Fig. 1: routed metal, one color a layer
Scale bar: 20 um. Only two layers are drawn.
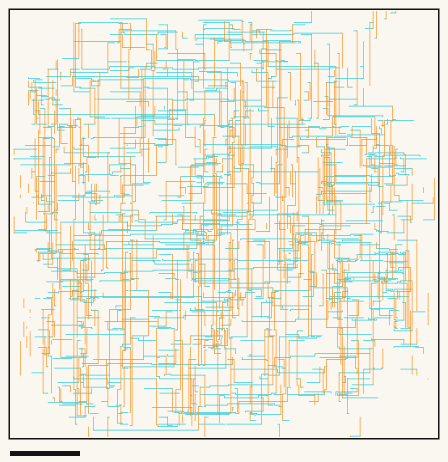
Fig. 2: met3 routing
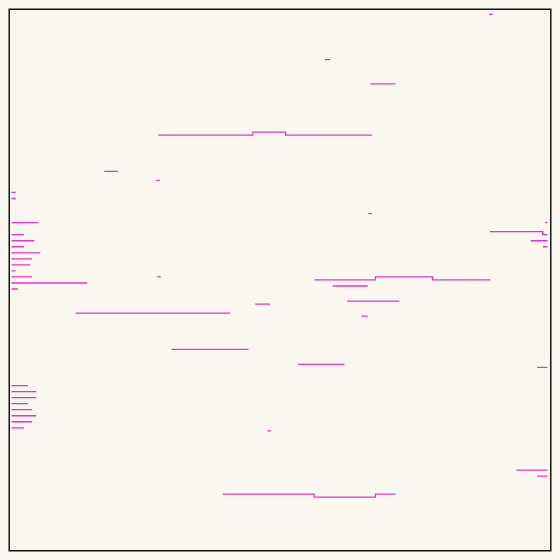
Design dly_sched, sky130hd; sources not shown.
==> impl_metrics.yaml <==
# synthesis and place-and-route metrics
outcome:
  status: "finished clean"
worst_setup_path:
  cp.required_ns: 5.23
  crit_arrival_ns: 4.27
  criticalPathCategory: "flop to flop"
  cp-end-kind: "flop"
  rrSetupSlack_ns: 0.95
  worstRegToRegCells: 14
  cp-start-kind: "flop"
  worst-path-max-fanout: 11
pwr:
  peakVddDrop_v: 0.000206
  leakage_uw: 0.00242
  switching_share_pct: 34.6
  power_frac_seq_pct: 39.1
  power_density_mw_per_mm2: 545
  power_frac_comb_pct: 40.8
  clkPwrFrac_pct: 20.1
  power.switching_uw: 1210
  internal_power_uw: 2290
grt:
  grt_first_pass_wirelength_um: 19100
  grt_max_degree: 31
  grt.overflow.total: 0
  grt_antenna_before_repair: 0
  grt_pass1_vias: 3591
synthesis:
  top_cell_area_share_pct: 43.4
  ys_ff: 110
  ys_chip_area_mm2: 0.00554
  yosys.area.top_type: "edfxtp_1"
  yosys-top-cells-area: "edfxtp_1, dfrtp_1, ha_1"
  floorplan.nets: 442
  async_reset_ff_share_pct: 27.3
  common_cells: "edfxtp_1, ha_1, dfrtp_1"
  ys_seq_share_pct: 56.9
  edf_count: 80
  synthDistinctLibCells: 56
  flop_cell: "edfxtp_1"
  avgSynthCellArea_um2: 14.5
  synthesis.area_mm2: 0.00554
  yosys.cell_count.top_type: "edfxtp_1"
  ys_warn_count: 0
  ys_cells: 381
  syn_inst: 381
sta:
  min_period_ns: 4.25
  fmax_ghz: 0.236
  fin_crit_sh_pct: 81.7
  slew_viol_final: 0
  fin_setup_tns_ns: 0
  worst_slew_pin_slew_ns: 0.749
  rsz0062_at_grt: "no"
  max_slew_margin_pct: 49.8
  holdWs_ns: 0.320
  hold_viol: 0
  setup_violations: 0
floorplanning:
  fp-utilization_pct: 40.4
  die_w_um: 122
  fp.dieArea_mm2: 0.0148
  num_rows: 43
  fp.dieH_um: 122
  coreArea_mm2: 0.0137
  ios: 38
clocking:
  path_clk_slew_ns: 0.07
  cts.htree.levels: 3
  insertion_delay_ns: 0.36
  cts_setup_buffers: 0
  cts-root-buf: "clkbuf_16"
  cts_tree: "built"
  ctsHoldBuffers: 0
  cts_made_buffers: 9
  clkSinkCount: 110
  cts_max_path_buffers: 2
  post_cts_resized: 0
final_layout:
  largest_reg_flops: 80
  area_growth_pct: 15.9
  nets: 484
  drive_gt1_share_pct: 16.6
  diodes: 0
  num-fill-cells: 1377
  fin_util_pct: 46.8
hold_path:
  hold_depth: 1
  hold_path.class: "flop to flop"
flow_run:
  max_cap_violations: 0
  warning_count: 32
placement:
  io_buffers: 37
  place_hpwl_um: 8000
  place_congestion: 0.755
route:
  drtPass1Iterations: 5
  first_iter_violations: 145
  drc_errors: 0
  drt-vias-per-instance: 5.27
  ant_nets: 0
Notes on Fig. 1 above:
Orange shows met2, wire length 5920 um. Cyan shows met1, wire length 4980 um.
Total GRT Usage: 17.8%
Avg WL per Cell: 18.8 um
DRT Wirelength: 11400 um

Notes on Fig. 2 above:
The longest straight run is 34.5 um. 37 nets have wire on it. The layer holds 3.0% of the routed length.
GRT met3 Usage: 3.09%
total number of vias: 3203

==> through the flow <==
step / instance area, um2 / total power, uW / cells / setup WS [ns]
6_report: 6420 / 3500 / 608 / 0.954
2_1_floorplan: 5540 / 2470 / 381 / 1.14
5_1_grt: 6420 / 3770 / 608 / 0.614
4_1_cts: 6420 / 3570 / 608 / 0.889
3_5_place_dp: 6120 / 2840 / 592 / 0.931
3_3_place_gp: 6120 / 2790 / 592 / 1.01
==> power groups by stage <==
stage               sequential (uW)  combinational, uW  clock [uW]
floorplan                      1300               1170           0
global placement               1380               1410           0
detailed placement             1390               1450           0
CTS                            1380               1460         729
global route                   1410               1610         754
finish                         1370               1430         703
==> worst max-delay path, stage by stage, from the launching register on <==
cell      delay, ns
dfrtp_1        0.76
mux4_2         0.59
inv_1          0.08
ha_1           0.23
a21o_1         0.18
a21o_1         0.20
a211oi_4       0.29
xnor2_2        0.23
nor2_4         0.22
nand2_1        0.09
fa_1           0.45
nor3b_1        0.21
mux2i_1        0.14
o211ai_1       0.13
o221ai_2       0.12
==> final cells by class <==
type / instances / area [um2] / area share [%]
Sequential cell: 110 / 3150 / 49.1
Multi-Input combinational cell: 234 / 2240 / 34.8
Timing Repair Buffer: 41 / 400 / 6.23
Clock buffer: 9 / 225 / 3.51
Tap cell: 180 / 225 / 3.51
Inverter: 27 / 101 / 1.58
Clock inverter: 7 / 80.1 / 1.25
==> kinds of logic (layout without fill, tap and decap cells) <==
| logic type | after synthesis | after routing | synth area share (%) |
|---|---|---|---|
| buffers and inverters | 37 | 84 | 2.73 |
| DFF | 110 | 110 | 56.9 |
| AOI/OAI and AO/OA | 51 | 51 | 7.22 |
| adders and majority gates | 39 | 39 | 9.35 |
| xor gates and xnor gates | 33 | 33 | 5.96 |
| and+or+nand+nor | 81 | 81 | 8.13 |
| muxes | 30 | 30 | 9.71 |
==> metal layers <==
layer  routed length, um  vias to the layer above  share of wire (%)  track usage [%]
met5                   0                        -                  0                -
met1                4980                     1629                 44             21.6
met2                5920                       54                 52             30.0
met4                 197                        0                1.7             6.32
li1                    -                     1507                  -                -
met3                 341                       13                3.0             3.09
==> layout by cell type (no fill, tap or decap), drive strengths merged, types with 4 or more instances in the layout <==
cell / netlist / layout
nor2b: 4 / 4
nor3b: 5 / 5
xnor2: 20 / 20
nor2: 16 / 16
a21oi: 13 / 13
and3: 5 / 5
dfrtp: 30 / 30
fa: 4 / 4
clkbuf: 4 / 9
and2: 4 / 4
buf: 6 / 4
a211oi: 4 / 4
a21o: 8 / 8
nand2: 8 / 8
nand3: 11 / 11
mux2: 10 / 10
nor3: 9 / 9
xor2: 13 / 13
inv: 26 / 28
mux4: 18 / 18
or2: 13 / 13
ha: 35 / 35
edfxtp: 80 / 80
clkdlybuf4s50: 0 / 37
Power is estimated from default activity; no workload was simulated.
